### src/rtl/gray_ptr_sync_rx.sv
// Receive-side Gray pointer synchronizer for the async FIFO.
// Ports: clk, rst_n, gray_in, err_clr -> bin_out, gray_out, delta, chg, multi_bit_err.
module gray_ptr_sync_rx #(
  parameter int ADDR_WIDTH  = 6,
  parameter int SYNC_STAGES = 2,
  parameter int PIPE_STAGES = 1,
  localparam int W = ADDR_WIDTH + 1
) (
  input  logic         clk,
  input  logic         rst_n,
  input  logic [W-1:0] gray_in,
  input  logic         err_clr,
  output logic [W-1:0] bin_out,
  output logic [W-1:0] gray_out,
  output logic [W-1:0] delta,
  output logic         chg,
  output logic         multi_bit_err
);

  logic [W-1:0] r_sync [SYNC_STAGES];
  logic [W-1:0] r_prev;

  logic [W-1:0] r_gray [PIPE_STAGES];
  logic [W-1:0] r_bin  [PIPE_STAGES];
  logic [W-1:0] r_dlt  [PIPE_STAGES];
  logic [PIPE_STAGES-1:0] r_chg;
  logic         r_err;

  logic [W-1:0] w_gs;
  logic [W-1:0] w_bin;
  logic [W-1:0] w_pbin;
  logic [W-1:0] w_dlt;
  logic [W-1:0] w_x;
  logic         w_evt;
  logic         w_evt_fin;

  function automatic logic [W-1:0] g2b(
    input logic [W-1:0] g
  );
    logic [W-1:0] b;
    b[W-1] = g[W-1];
    for (int i = W-2; i >= 0; i--) begin
      b[i] = b[i+1] ^ g[i];
    end
    return b;
  endfunction

  always_ff @(posedge clk or negedge rst_n) begin
    if (!rst_n) begin
      for (int k = 0; k < SYNC_STAGES; k++) begin
        r_sync[k] <= '0;
      end
      r_prev <= '0;
    end else begin
      r_sync[0] <= gray_in;
      for (int k = 1; k < SYNC_STAGES; k++) begin
        r_sync[k] <= r_sync[k-1];
      end
      r_prev <= w_gs;
    end
  end

  assign w_gs   = r_sync[SYNC_STAGES-1];
  assign w_bin  = g2b(w_gs);
  assign w_pbin = g2b(r_prev);
  assign w_dlt  = w_bin - w_pbin;
  assign w_x    = w_gs ^ r_prev;
  // More than one bit set: clearing the lowest set bit leaves something.
  assign w_evt  = (w_x & (w_x - W'(1))) != '0;

  always_ff @(posedge clk or negedge rst_n) begin
    if (!rst_n) begin
      for (int k = 0; k < PIPE_STAGES; k++) begin
        r_gray[k] <= '0;
        r_bin[k]  <= '0;
        r_dlt[k]  <= '0;
      end
      r_chg <= '0;
    end else begin
      r_gray[0] <= w_gs;
      r_bin[0]  <= w_bin;
      r_dlt[0]  <= w_dlt;
      r_chg[0]  <= w_dlt != '0;
      for (int k = 1; k < PIPE_STAGES; k++) begin
        r_gray[k] <= r_gray[k-1];
        r_bin[k]  <= r_bin[k-1];
        r_dlt[k]  <= r_dlt[k-1];
        r_chg[k]  <= r_chg[k-1];
      end
    end
  end

  // The error event rides the pipe up to the input of the last stage,
  // where it folds into the sticky flag aligned with bin_out.
  if (PIPE_STAGES == 1) begin : g_evt1
    assign w_evt_fin = w_evt;
  end else begin : g_evtn
    logic [PIPE_STAGES-2:0] r_evt;
    always_ff @(posedge clk or negedge rst_n) begin
      if (!rst_n) begin
        r_evt <= '0;
      end else begin
        r_evt[0] <= w_evt;
        for (int k = 1; k < PIPE_STAGES-1; k++) begin
          r_evt[k] <= r_evt[k-1];
        end
      end
    end
    assign w_evt_fin = r_evt[PIPE_STAGES-2];
  end

  // Set has priority over clear.
  always_ff @(posedge clk or negedge rst_n) begin
    if (!rst_n) begin
      r_err <= 1'b0;
    end else begin
      r_err <= w_evt_fin | (r_err & ~err_clr);
    end
  end

  assign bin_out       = r_bin[PIPE_STAGES-1];
  assign gray_out      = r_gray[PIPE_STAGES-1];
  assign delta         = r_dlt[PIPE_STAGES-1];
  assign chg           = r_chg[PIPE_STAGES-1];
  assign multi_bit_err = r_err;

endmodule
### config.mk
export PLATFORM = sky130hd
export DESIGN_NAME = gray_ptr_sync_rx
export DESIGN_NICKNAME = d
export VERILOG_FILES = /design/src/rtl/gray_ptr_sync_rx.sv
export SDC_FILE = /design/constraint.sdc
export NUM_CORES = 1
export LEC_CHECK = 0
export ABC_AREA = 1
export CAP_MARGIN = 20
export CORE_ASPECT_RATIO = 0.7
export CORE_UTILIZATION = 30
export CTS_CLUSTER_DIAMETER = 50
export CTS_CLUSTER_SIZE = 30
export DETAILED_ROUTE_END_ITERATION = 8
export PLACE_DENSITY = 0.5
export SYNTH_ARGS = -nofsm -noshare
export SYNTH_HDL_FRONTEND = slang
export SYNTH_SLANG_ARGS = --single-unit
### constraint.sdc
create_clock -name clk -period 3.5 [get_ports clk]
set_clock_uncertainty 0.2 [all_clocks]
set_input_delay 0.525 -clock clk [delete_from_list [all_inputs] [get_ports clk]]
set_output_delay 0.525 -clock clk [all_outputs]
set_load 0.02 [all_outputs]
==> impl_metrics.py, run 1 <==
# Auto-generated metrics
metrics = {
    "cts": {
        "htreeDepth": 2,
        "cts_tree": "done",
        "path_clk_slew_ns": 0.08,
        "cts.path.max_buffers": 2,
        "cts_made_buffers": 5,
        "postCtsSetupRepairBufs": 0,
        "numClockSinks": 36,
    },
    "yosys": {
        "synthesis.area_mm2": 0.001733,
        "synth_flops": 36,
        "yosys-stat-cells": 184,
        "yosysWarningCount": 0,
        "yosysUniqueCellTypes": 23,
    },
    "worst_setup_path": {
        "r2r_end": "chg",
        "crit_required_ns": 3.49,
        "crit_path_top_delay_cell": "dfrtp_1",
        "cp_top_family": "simple AND/OR/NAND/NOR gates",
        "end_kind": "flip-flop",
        "r2r-start": "w_gs[5]",
        "critPathKind": "reg -> reg",
        "slowest_delay_ns": 0.43,
        "path_cells": "inv_1, nand2_1, nand3_2, nand3_1, nand3_1, nand3_2, nand2_4, xnor2_1, ha_1, inv_1, ha_1, or2_2, nor2_2, nand3_2, nor2_2, nand3_1",
        "arrival_ns": 2.92,
    },
    "floorplanning": {
        "rows": 22,
        "initial_utilization_pct": 32.12,
        "die_x_um": 92.84,
    },
    "outcome": {
        "status": "finished, final reports clean",
    },
    "detailed_routing": {
        "ant_nets": 0,
        "drt_iter0_markers": 58,
        "viasPerCell": 4.292,
    },
    "placed_design": {
        "io_buffers": 32,
        "gp_routability_congestion": 0.7887,
    },
    "global_route": {
        "grt_max_degree": 37,
        "overflow": 0,
        "grt_busiest_layer": "met2",
        "use_met3_pct": 3.819,
        "grt.met1_usage_pct": 16.71,
    },
    "job": {
        "cap_violations": 0,
    },
    "layout": {
        "num_antenna_cells": 0,
        "drive_gt1_share_pct": 17.94,
        "final_common_cell": "nand2_1",
        "nets": 235,
    },
    "pwr": {
        "power_density_mw_per_mm2": 517.3,
    },
    "timing": {
        "worstMarginPinSlew_ns": 0.7822,
        "maxSlewHeadroom_pct": 47.85,
        "rsz0062_at_grt": "false",
        "max_freq_ghz": 0.3409,
        "fin_crit_sh_pct": 83.82,
    },
    "min_path": {
        "holdCritPathClass": "in -> async",
    },
}
==> run 1: sequential cells by signal, summed over array words and instances (netlist names) <==
signal         cells
multi_bit_err      1
gray_out           6
w_gs               7
delta              7
r_sync             7
bin_out            7
chg                1
==> run 1: synth_stat cells <==
cell | n | area (um^2)
nor2_2 | 2 | 12.51
inv_1 | 27 | 101.4
nand3b_1 | 2 | 15.01
nand2_1 | 41 | 153.9
o22ai_1 | 1 | 6.260
xnor2_1 | 7 | 61.31
o2111ai_1 | 1 | 8.760
nand4_1 | 4 | 25.02
inv_2 | 2 | 7.510
nor2_1 | 4 | 15.01
o21bai_1 | 1 | 7.510
o21ai_2 | 1 | 8.760
buf_4 | 1 | 7.510
nand2_2 | 11 | 68.82
a221oi_1 | 1 | 8.760
o21ai_0 | 1 | 5.000
dfrtp_1 | 36 | 900.9
nand3_1 | 20 | 100.1
nand2_4 | 7 | 78.83
ha_1 | 3 | 37.54
nand3_2 | 7 | 70.07
or2_2 | 1 | 6.260
xor2_1 | 3 | 26.28
==> run 1: cell type report <==
| cell class | instances | area [um^2] |
|---|---|---|
| multi-input combinational | 118 | 715.7 |
| clock inverter | 3 | 18.77 |
| sequential | 36 | 900.9 |
| clock buffer | 5 | 68.82 |
| fill | 556 | 3177 |
| timing repair buffer | 32 | 315.3 |
| inverter | 29 | 108.9 |
| tap | 72 | 90.09 |
==> run 1: how the worst max path moves through the flow <==
stage	from	endpoint	slack, ns	cells past startpoint
after global routing	w_gs[5]	chg	0.27	16
after global placement	bin_out[6]	chg	0.61	18
final	w_gs[5]	chg	0.57	16
after CTS	w_gs[5]	chg	0.54	16
after floorplan	bin_out[6]	chg	0.69	18
after detailed placement	w_gs[5]	chg	0.57	16
==> run 1: cells by family after synthesis <==
| group | share of synthesized area, % |
|---|---|
| adders and majority gates | 2.166 |
| AOI/OAI and AO/OA | 2.600 |
| DFF | 51.99 |
| buffers and inverters | 6.715 |
| and+or+nand+nor | 31.48 |
| xor gates and xnor gates | 5.054 |
==> run 1: through the flow <==
step	hold WS (ns)	power, mW	instances	setup slack [ns]
2_1_floorplan	0.02941	0.7231	184	0.6910
3_3_place_gp	0.1314	0.8588	287	0.6096
3_5_place_dp	0.1347	0.8580	287	0.5683
4_1_cts	0.1373	1.165	295	0.5433
5_1_grt	0.1571	1.223	295	0.2720
6_report	0.09901	1.148	295	0.5664
==> run 1: per-layer routing <==
metal  part of all wire (%)  vias to the layer above
li1                       -                      655
met1                     54                      578
met2                     40                       25
met5                      0                        -
met3                    4.3                        8
met4                    2.2                        0
==> run 1: where the power goes <==
group | leakage (nW) | internal, mW | switching [mW] | total [mW]
Clock | 0.0479 | 0.139 | 0.163 | 0.302
Combinational | 0.641 | 0.153 | 0.207 | 0.360
Sequential | 0.415 | 0.463 | 0.0220 | 0.485
Total | 1.10 | 0.755 | 0.392 | 1.15
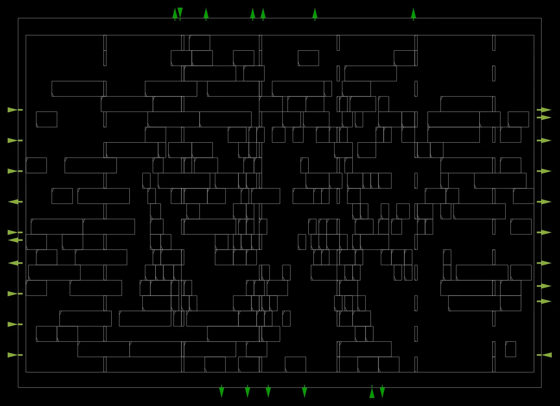
**Above:** run 1 (placed standard cells).
post-layout util: 41.12%
area of the core: 0.005395 mm^2

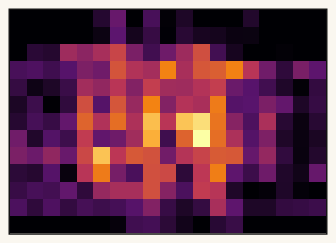
**Above:** run 1 (routed metal per tile).
19 x 13 tiles, from black (low) to pale yellow (high), scaled to the fullest tile. Values are wire area over tile area, all layers added.
densest ninth of the die: centre
fullest tile: 0.34
tiles over half the peak: 15%
emptiest ninth of the die: north-east
mean over tiles: 0.085

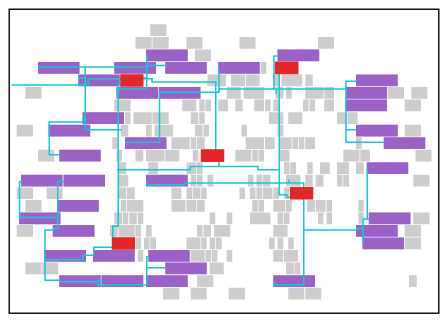
**Above:** run 1 (clock wires, drivers and flops).
legend:
  red:
    item: clock-net drivers
    count: 5
  cyan:
    item: clock wires
    length: 557 um
  purple:
    item: flip-flops
    count: 36
flops lie: all over the die
Latency at later pin: 0.30 ns
clock power share: 26.3%
clock network power: 302 uW

**Run 1: selected gate families**

Bar = 20 um.
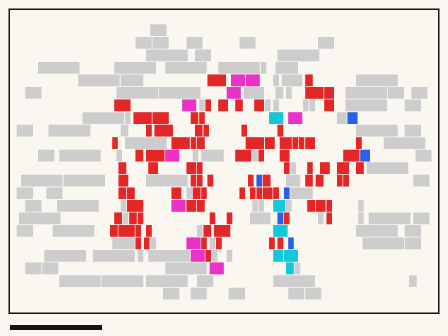

==> run 1 -> run 2 <==
clock period = 2.8 ns   (was 3.5 ns; I/O delays follow)
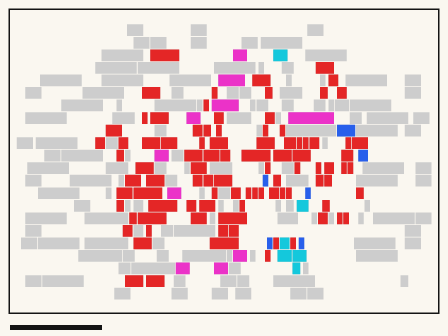
**Above:** run 2 (selected gate families).
Bar = 20 um.
legend:
  red:
    family: nand cells
    cells: 92
    most_used: nand2_1
  magenta:
    family: xor and xnor cells
    cells: 10
    most_used: xnor2_1
  cyan:
    family: aoi and oai cells
    cells: 6
  blue:
    family: nor cells
    cells: 6
    most_used: nor2_1
fin cells: 318
Comb area share: 35.69%

==> run 2 against run 1 <==
Against the previous run: wire length rose by 16%; combinational power rose by 64%; register-to-register slack worse by 0.42 ns; hold slack got worse by 0.094 ns; die size unchanged; sequential share of layout area fell by 6.4 points; clock-buffer cell count rose by 1; via count up 11%; highest routed layer unchanged.
==> impl_metrics.py, run 2 <==
# Auto-generated metrics
metrics = {
    "outcome": {
        "status": "finished, final reports clean",
    },
    "pwr": {
        "clkPwrFrac_pct": 27.3,
        "p_sw_uw": 530.4,
        "switching_share_pct": 32.17,
        "power_density_mw_per_mm2": 621.2,
        "power_frac_comb_pct": 35.7,
        "seqPwrFrac_pct": 37.0,
        "p_total_mw": 1.649,
        "power.internal_mw": 1.118,
    },
    "worst_setup_path": {
        "critPathKind": "reg -> reg",
        "arrival_ns": 2.62,
        "end_kind": "flip-flop",
    },
    "cts": {
        "path_clk_slew_ns": 0.07,
        "cts_tree": "done",
        "insertion_delay_ns": 0.28,
        "cts.path.max_buffers": 2,
        "numClockSinks": 36,
        "htreeDepth": 2,
    },
    "detailed_routing": {
        "drt_iter0_markers": 29,
        "ant_nets": 0,
        "viasPerCell": 4.421,
    },
    "yosys": {
        "edf_count": 0,
        "yosysUniqueCellTypes": 23,
        "top_area_cell": "dfrtp_1",
        "top_cell_area_share_pct": 51.99,
        "common_cells": "nand2_1, dfrtp_1, inv_1",
        "yosys-stat-cells": 184,
        "postSynth.asyncResetShare_pct": 100.0,
        "synthFlopType": "dfrtp_1",
        "synthTopCellsByArea": "dfrtp_1, nand2_1, inv_1",
        "yosysWarningCount": 0,
        "synth_flops": 36,
        "post-synth-top-count-cell": "nand2_1",
        "synthesis.nets": 197,
    },
    "floorplanning": {
        "die_x_um": 92.84,
        "initial_utilization_pct": 32.12,
    },
    "timing": {
        "max_freq_ghz": 0.3772,
        "fin_crit_sh_pct": 94.69,
        "maxSlewHeadroom_pct": 48.65,
        "worstMarginPinSlew_ns": 0.7703,
    },
    "placed_design": {
        "gp_routability_congestion": 0.8325,
        "dp_cells": 301,
        "io_buffers": 32,
    },
    "layout": {
        "nets": 258,
        "post-route-util_pct": 49.19,
        "drive_gt1_share_pct": 40.24,
    },
    "global_route": {
        "overflow": 0,
        "grt_pass1_wl_um": 6127,
        "grt_max_degree": 37,
    },
    "job": {
        "cap_violations": 0,
    },
}
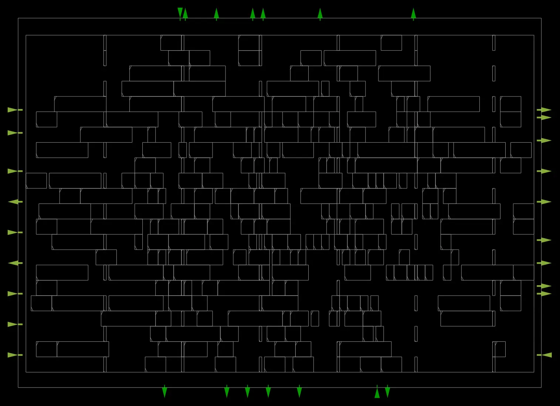
**Above:** run 2 (placed standard cells).
fraction of area in registers: 34.18%
Layout fillers: 513
Rows: 22
tap cell count: 72

run 2: what timing repair did:
action	CTS	global route
resized	3	54
pin swaps	0	20
setup buffers	0	9
setup endpoints to repair	1	2
run 2: power groups by stage:
stage	sequential, mW	combinational [mW]	clock [mW]
5_1_grt	0.618	0.644	0.493
2_1_floorplan	0.682	0.222	0
3_5_place_dp	0.616	0.493	0
4_1_cts	0.606	0.497	0.464
6_report	0.610	0.589	0.450
3_3_place_gp	0.615	0.491	0
run 2: metal layers:
metal	vias up	wire length (um)	global-route usage, %
li1	704	-	-
met4	0	44	4.423
met1	669	1792	17.73
met2	27	1803	20.31
met5	-	0	0
met3	6	155	4.167
run 2: critical path, cell delays in order, from the launching register on:
cell     delay, ns
dfrtp_2       0.44
inv_4         0.06
nand2_4       0.08
nand3_4       0.11
nand2_4       0.10
nand2_4       0.06
nand2_4       0.09
nand2_4       0.05
nand3_4       0.09
nand2_4       0.06
xnor2_2       0.17
ha_2          0.20
inv_2         0.06
ha_4          0.24
or2_4         0.23
nor2_4        0.08
nand3_2       0.06
nor2_2        0.10
nand3_1       0.07
run 2: kinds of logic after synthesis:
kind of cell,Yosys count,synth area share [%]
buffers and inverters,30,6.715
XOR/XNOR,10,5.054
adder cells (fa/ha/maj),3,2.166
flip-flops,36,51.99
AND/OR/NAND/NOR,99,31.48
AND-OR/OR-AND,6,2.600
run 2: path summary, 6_finish.rpt:
| path | startpoint | to | slack [ns] |
|---|---|---|---|
| min in group clk | r_sync[7] | w_gs[0] | 0.15 |
| max | w_gs[6] | chg | 0.15 |
| min | rst_n | delta[6] | 0.005 |
| max in group asynchronous | rst_n | w_gs[5] | 1.86 |
| min reg2reg | r_sync[7] | w_gs[0] | 0.15 |
| max reg2reg | w_gs[6] | chg | 0.15 |
run 2: metrics by stage:
step                      hold WS, ns  setup TNS, ns  worst slack, ns  area (um^2)
after global routing          0.07608     -0.0001166       -0.0001166         2654
after detailed placement       0.1356       -0.04516         -0.04516         2237
after CTS                     0.04437              0          0.01351         2362
after floorplan              -0.07559              0          0.02512         1734
after global placement         0.1324              0          0.04632         2237
final                        0.004685              0           0.1486         2654
run 2: cell type report:
type	count	area, um^2
Fill cell	513	2741
Multi-Input combinational cell	118	947.2
Sequential cell	36	907.1
Timing Repair Buffer	55	488.0
Inverter	29	113.9
Tap cell	72	90.09
Clock buffer	6	72.57
Clock inverter	2	35.03
No activity file was given, so power comes from the tool's default toggle rates.
